Metal 3:
Drawn at 6 px/um. Cells faint in the background.
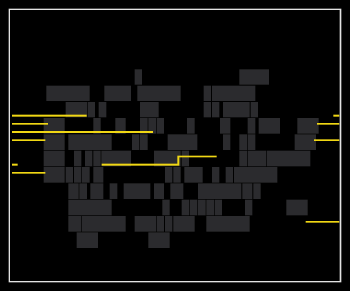
Nets reached from selected ports:
Drawn at 8 px/um.
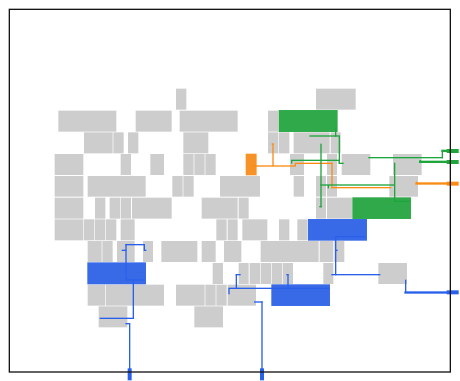
Placement by cell class:
Drawn at 4 px/um.
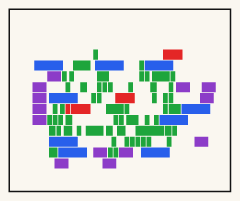
==> src/rtl/k_fifo_pkg.sv <==
// Shared constants and helpers for the k_fifo controller.
package k_fifo_pkg;

   localparam int unsigned K_FIFO_DEPTH_DEFAULT = 4;

   // Occupancy counter must represent 0..DEPTH, one bit wider than a pointer.
   function automatic int unsigned k_fifo_cnt_w(input int unsigned addr_w);
      return addr_w + 1;
   endfunction

endpackage

==> src/rtl/k_fifo_ptr.sv <==
// Wrapping modulo-DEPTH pointer with increment enable and synchronous reset.
module k_fifo_ptr
   import k_fifo_pkg::*;
#(
   parameter int unsigned DEPTH  = K_FIFO_DEPTH_DEFAULT,
   parameter int unsigned ADDR_W = $clog2(DEPTH)
) (
   input  logic              clk,
   input  logic              rst,
   input  logic              inc,
   output logic [ADDR_W-1:0] ptr
);

   logic [ADDR_W-1:0] ptr_q;
   logic [ADDR_W-1:0] ptr_d;

   // Next pointer: advance on inc, wrap explicitly so non-power-of-two depths work.
   always_comb begin
      ptr_d = ptr_q;
      if (inc) begin
         ptr_d = (ptr_q == ADDR_W'(DEPTH - 1)) ? '0 : ptr_q + ADDR_W'(1);
      end
   end

   // Pointer register.
   always_ff @(posedge clk) begin
      if (rst) ptr_q <= '0;
      else     ptr_q <= ptr_d;
   end

   assign ptr = ptr_q;

endmodule

==> src/rtl/k_fifo_ctrl.sv <==
// FIFO controller driving an external dual-port RAM: pointers, occupancy, flags.
// Optional sticky overflow/underflow flags are enabled by defining K_FIFO_ERR_FLAGS_EN.
module k_fifo_ctrl
   import k_fifo_pkg::*;
#(
   parameter int unsigned DEPTH  = K_FIFO_DEPTH_DEFAULT,
   parameter int unsigned ADDR_W = $clog2(DEPTH)
) (
   input  logic                            clk,
   input  logic                            rst,
   input  logic                            push,
   input  logic                            pop,
   output logic                            wen,
   output logic [ADDR_W-1:0]               waddr,
   output logic [ADDR_W-1:0]               raddr,
   output logic                            full,
   output logic                            empty,
   output logic [k_fifo_cnt_w(ADDR_W)-1:0] count
`ifdef K_FIFO_ERR_FLAGS_EN
   ,
   output logic                            ovf,
   output logic                            udf
`endif
);

   localparam int unsigned CNT_W = k_fifo_cnt_w(ADDR_W);

   logic             push_acc;
   logic             pop_acc;
   logic [CNT_W-1:0] count_q;
   logic [CNT_W-1:0] count_d;
   logic             full_q;
   logic             full_d;
   logic             empty_q;
   logic             empty_d;

   // Accepted requests: flags gate illegal ops, reset cycle blocks everything.
   assign push_acc = push & ~full_q  & ~rst;
   assign pop_acc  = pop  & ~empty_q & ~rst;
   assign wen      = push_acc;

   k_fifo_ptr #(.DEPTH(DEPTH), .ADDR_W(ADDR_W)) u_wptr (
      .clk (clk),
      .rst (rst),
      .inc (push_acc),
      .ptr (waddr)
   );

   k_fifo_ptr #(.DEPTH(DEPTH), .ADDR_W(ADDR_W)) u_rptr (
      .clk (clk),
      .rst (rst),
      .inc (pop_acc),
      .ptr (raddr)
   );

   // Next occupancy and flags derived from it so flags line up with count.
   always_comb begin
      count_d = count_q;
      unique case ({push_acc, pop_acc})
         2'b10:   count_d = count_q + CNT_W'(1);
         2'b01:   count_d = count_q - CNT_W'(1);
         default: count_d = count_q;
      endcase
      full_d  = (count_d == CNT_W'(DEPTH));
      empty_d = (count_d == '0);
   end

   // Occupancy and flag registers.
   always_ff @(posedge clk) begin
      if (rst) begin
         count_q <= '0;
         full_q  <= 1'b0;
         empty_q <= 1'b1;
      end else begin
         count_q <= count_d;
         full_q  <= full_d;
         empty_q <= empty_d;
      end
   end

   assign count = count_q;
   assign full  = full_q;
   assign empty = empty_q;

`ifdef K_FIFO_ERR_FLAGS_EN
   logic ovf_q;
   logic ovf_d;
   logic udf_q;
   logic udf_d;

   // Sticky error flags: raised by a rejected push/pop, cleared only by reset.
   always_comb begin
      ovf_d = ovf_q | (push & full_q);
      udf_d = udf_q | (pop & empty_q);
   end

   // Error flag registers.
   always_ff @(posedge clk) begin
      if (rst) begin
         ovf_q <= 1'b0;
         udf_q <= 1'b0;
      end else begin
         ovf_q <= ovf_d;
         udf_q <= udf_d;
      end
   end

   assign ovf = ovf_q;
   assign udf = udf_q;
`endif

endmodule

==> config.mk <==
export PLATFORM = sky130hd
export DESIGN_NAME = k_fifo_ctrl
export DESIGN_NICKNAME = d
export VERILOG_FILES = /design/src/rtl/k_fifo_pkg.sv /design/src/rtl/k_fifo_ptr.sv /design/src/rtl/k_fifo_ctrl.sv
export SDC_FILE = /design/constraint.sdc
export NUM_CORES = 1
export LEC_CHECK = 0
export ABC_AREA = 1
export CORE_ASPECT_RATIO = 0.8
export CORE_MARGIN = 3
export CORE_UTILIZATION = 25
export CTS_BUF_LIST = sky130_fd_sc_hd__clkbuf_8
export DETAILED_ROUTE_END_ITERATION = 7
export GPL_ROUTABILITY_DRIVEN = 0
export PLACE_DENSITY = 0.52
export SLEW_MARGIN = 20
export SYNTH_ARGS = -nofsm -noshare
export SYNTH_HDL_FRONTEND = slang
export SYNTH_HIERARCHICAL = 1
export SYNTH_SLANG_ARGS = --single-unit
==> constraint.sdc <==
create_clock -name clk -period 3.41 [get_ports clk]
set_input_delay 0.682 -clock clk [delete_from_list [all_inputs] [get_ports clk]]
set_output_delay 0.682 -clock clk [all_outputs]
set_load 0.005 [all_outputs]
==> metrics.yaml <==
skew_ns: 0.003056
ant_nets: 0
critPathMaxFanout: 8
initial_antenna_violation_count: 0
cts_hold_buffers: 0
timing.max_cap.violations: 0
synthToLayoutAreaGrowth_pct: 42.30
drt_iter0_markers: 1
cts_root_buffer: "clkbuf_8"
timing.rr.end: "full$_SDFF_PP0_"
worst_pin_slew_ns: 0.3196
area_share_of_the_leading_cell_type_in_the_synthesized_netlist: 0.3760
tns_ns: 0
row_count: 13
compound_area_frac: 0.09661
path_depth: 5
static-leakage-power_nw: 0.3120
max_slew_margin: 0.7863
warning_count: 26
worst-setup-path-type: "in2out"
crit-reg2reg-launch: "empty$_SDFF_PP1_"
whs_endpoint: "u_wptr/ptr[0]$_SDFFE_PP0P_"
status: "finished clean"
deepest_level_of_the_cts_h_tree: 1
post_cts.resized_instances: 0
critPathLaunchType: "input port"
arrival_ns: 2.14
yosysUniqueCellTypes: 15
clk_pin_slew_worst_paths_ns: 0.05
crit_path_end: "wen"
layout_cell_share_with_drive_strength_beyond_1: 0.1310
period_used_share: 0.8273
critPathTopFamily: "buffers and inverters"
layout.filler_cells: 192
cts_num_sinks: 9
synth.cellmix.xorXnorShare: 0
synth_area_per_cell_um2: 7.152
yosysWarningCount: 6
hold_class: "reg2reg"
postSynth.asyncResetShare: 0
mappedNetlistArea_um2: 479.2
synth.cells.most_frequent: "inv_1 (16), nand2_1 (16), dfxtp_1 (9)"
hpwlAfterDp_um: 705.1
met2_usage: 0.1108
synth-simple-area-share: 0.2742
worst_ir_drop_vdd_mv: 0.2232
dr_total_vias: 407
rsz0062_at_grt: "false"
most_used_flip_flop_cell_after_synthesis: "dfxtp_1"
cp_common_cell: "clkdlybuf4s50_1"
timing.critical_path.required_ns: 2.73
fp_nets: 75
count_of_flip_flops_with_a_built_in_enable_after_synthesis: 0
fp_util: 0.2806
max_freq_mhz: 354.5
total_gr_overflow: 0
hold_depth: 2
tritoncts_clock_tree: "done"
ys_chip_area_um2: 479.2
yosys_register_bits: 9
post_synth_main_area_contributors: "dfxtp_1 (38%), inv_1 (13%), nand2_1 (13%)"
hold_start: "u_wptr/ptr[0]$_SDFFE_PP0P_"
dr.pass1.iters: 2
clock_latency_ns: 0.23
ys_cells: 67
synthAdderAreaFrac: 0.1201
grt_first_pass_wirelength_um: 1545
timing.final.crit_period_ns: 2.821
postRouteWirelength_um: 891
global_route_total_usage_across_every_layer: 0.09085
num-nets-final: 93
cts_buffer_depth: 2
cts_post_setup_buffers_inserted: 0
max_stage_delay_ns: 0.57
About 'metal 3':
The wires run mostly horizontal. The layer holds 9.6% of the routed length. 11 nets have wire on it. The longest straight run is 23.2 um. The layer carries 86.0 um of wire.

About 'nets reached from selected ports':
count: drawn in blue, bits 3, direction output, end cells 3, wire 73.1 um. waddr: drawn in green, bits 2, direction output, end cells 2, wire 53.7 um. wen: drawn in orange, bits 1, direction output, end cells 1, wire 27.6 um.
# IOs: 14
I/O Buffers: 13

About 'placement by cell class':
remaining logic cells: drawn in green, cells 58. sequential cells: drawn in blue, cells 9. remaining buffers and delay cells: drawn in purple, cells 13. clock drivers and dummy loads: drawn in red, cells 4.

cell type report:
type	instances	area, um2	area share
tap	22	27.53	0.04037
timing repair buffer	13	130.1	0.1908
inverter	17	63.81	0.09358
clock inverter	1	3.754	0.005505
multi-input combinational	41	235.2	0.3450
clock buffer	3	41.29	0.06055
sequential	9	180.2	0.2642
power breakdown:
part / switching (mW) / leakage [nW] / internal [mW]
registers: 0.00609 / 0.0737 / 0.114
clock network: 0.0435 / 0.0269 / 0.0785
logic: 0.0277 / 0.211 / 0.0299
total: 0.0773 / 0.312 / 0.222
tightest hold or removal path: cells and delay by family, from the launching register on:
kind                   cells  cell delay (ns)
AND-OR/OR-AND              1             0.05
buffers and inverters      1             0.07
flip-flops                 1             0.33
placed cells by master (no fill, tap or decap), types with 2 or more instances in the layout:
cell type	n
inv_1	17
nand2_1	16
clkdlybuf4s50_1	13
dfxtp_1	9
nor2_1	8
a21oi_2	3
ha_1	3
clkbuf_8	3
nand2_2	2
nand3_1	2
o21ai_0	2
layer usage:
| layer | vias up | routed length (um) |
|---|---|---|
| met4 | 0 | 0 |
| met3 | 0 | 86 |
| met5 | - | 0 |
| met2 | 13 | 319 |
| li1 | 233 | - |
| met1 | 161 | 486 |
per-stage QoR:
stage	std cells	hold WS [ns]	util	instance area (um2)	worst slack [ns]
6_report	106	0.4956	0.3993	681.9	0.5889
5_1_grt	106	0.5291	0.3993	681.9	0.4804
3_3_place_gp	102	0.4872	0.3729	636.9	0.5124
4_1_cts	106	0.5021	0.3993	681.9	0.5651
3_5_place_dp	102	0.4972	0.3729	636.9	0.4210
2_1_floorplan	67	0.4832	-	479.2	1.280
flip-flops by register name (all words and copies together), names as in the netlist:
name        flops
count           3
empty           1
full            1
u_rptr/ptr      2
u_wptr/ptr      2
Power and IR drop assume default switching activity.
